Design line_arbiter, sky130hd; sources not shown.
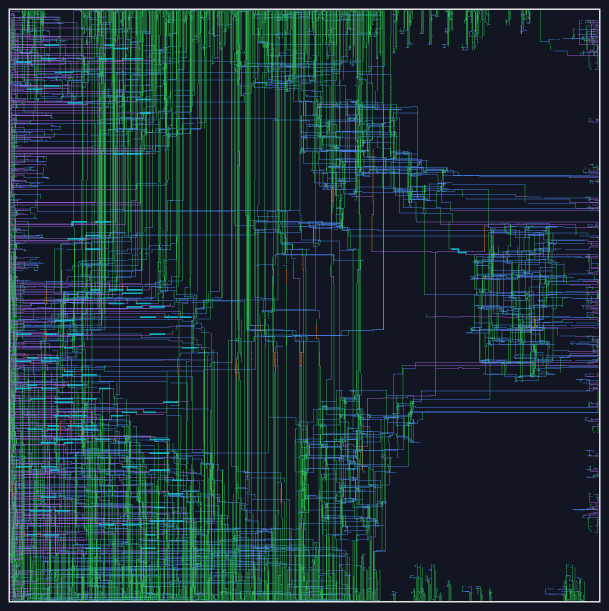
Fig. 1. Wiring by layer.
(1 px per um)
| layer | colour | wire length |
|---|---|---|
| met1 | blue | 49.2 mm |
| met4 | orange | 984 um |
| met2 | green | 107 mm |
| met3 | purple | 20.1 mm |
| met5 | cyan | 1240 um |
GR Util All Layers: 0.0979
total wire length: 178000 um

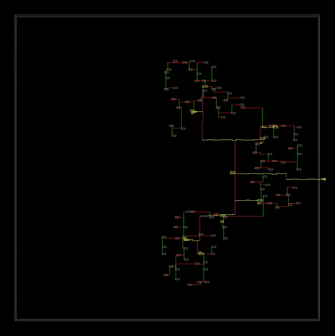
Fig. 2. The clock network.
clk pwr: 1030 uW
Setup Skew: 0.0277 ns
Flops: 99

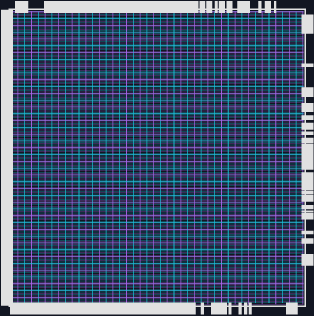
Fig. 3. Floorplan with the power grid.
(0.5 px per um) Pins as bars on the die edge.
| net | colour |
|---|---|
| VDD | cyan |
| VSS | purple |
met1 rails: 216
rows: 215
signal pins: 1485
met5 straps: 43
met4 straps: 43
Core Box Area: 342000 sq um
maximum VDD drop: 0.232 mV
die width: 589 um

==> impl_metrics.ini <==
; physical design summary
[setup_path]
crit_family = buffers and inverters
cpPeakStageDelay_ns = 0.52
cp.required_ns = 3.28
path_common_cell = clkbuf_4
path_class = input pin to output port
endpoint_kind = output port
crit_path_top_delay_cell = clkdlybuf4s50_1
cp-start-kind = input pin
cp.arrival_ns = 3.08

[outcome]
status = finished, violations left
violations = max-capacitance violations, max-slew violations

[grt]
met2_usage = 0.211
grt_pass1_vias = 16200
gr-usage-met1 = 0.0762

[yosys]
ff_type = dfxtp_1
ys_cells = 1545
synth_cell_types = 61
mux_share = 0.00177
yosysWarnings = 0
ys_async_sr_fraction = 0

[cts]
postCtsHoldBufs = 0
cts_tree = done
cts_sinks = 99
cts_buffer_depth = 2
cts_buffers = 9

[final_layout]
nFillCells = 40000

[route]
detail-route-antenna-nets = 0
drt_iter0_markers = 506

[place]
dp.cells = 7335
io_buffers = 1228

[final_timing]
fmax_mhz = 257
drv_slew = 4
timing.slew.headroom = -0.115
hold_viol_final = 0
rsz0062_at_grt = no

[worst_hold_path]
hold_class = flop to flop
min_path_cells = 2

[floorplan]
io_pins = 1485

[pwr]
leakage_uw = 0.0112

[flow_run]
warnings = 28
max-cap-violations = 5
cells in the mapped netlist (5+ instances only):
library cell / number / share of area
xnor2_1: 7 / 0.0054
nor4_1: 9 / 0.0050
and4_1: 10 / 0.0077
ha_1: 6 / 0.0066
o21ai_0: 42 / 0.019
or3_1: 40 / 0.022
nand2b_1: 6 / 0.0033
inv_1: 8 / 0.0026
and2_1: 7 / 0.0039
nand4_1: 29 / 0.016
clkbuf_1: 85 / 0.028
nand2_1: 66 / 0.022
a21oi_1: 57 / 0.025
and3_1: 270 / 0.15
a31oi_1: 8 / 0.0044
or4_1: 28 / 0.019
buf_4: 514 / 0.34
dfxtp_1: 99 / 0.17
nand3_1: 34 / 0.015
o211ai_1: 12 / 0.0079
a22oi_1: 33 / 0.022
o31ai_1: 15 / 0.0099
xor2_1: 7 / 0.0054
nor2_1: 79 / 0.026
nor3_1: 10 / 0.0044
buf_2: 5 / 0.0022
per-stage QoR:
stage          power (uW)  setup slack (ns)  utilization  hold slack (ns)  setup TNS (ns)
6_report             6950             0.203       0.0844            0.504               0
5_1_grt              7240            0.0164       0.0840            0.529               0
4_1_cts              7330           0.00357       0.0846            0.506               0
3_5_place_dp         6200             -1.50       0.0837            0.488         -194.08
3_3_place_gp         6270             -3.23       0.0858            0.514         -704.91
2_1_floorplan        4560             0.563            -            0.498               0
timing repair:
action / in CTS / in global routing
resized: 610 / 4
setup endpoints to repair: 259 / 6
hold endpoints to repair: 0 / 0
layout make-up:
class	instances	area share
clock inverter	7	0.00278
sequential	99	0.0687
buffer	606	0.147
multi-input combinational	832	0.176
tap	4557	0.198
antenna	51	0.00442
inverter	8	0.00104
timing repair buffer	1233	0.395
clock buffer	9	0.00781
power by group:
group | internal (uW) | switching [uW]
Sequential | 968 | 9.17
Clock | 438 | 594
Combinational | 1150 | 3790
Power figures rest on the tool's default switching activity, not on a simulated workload.
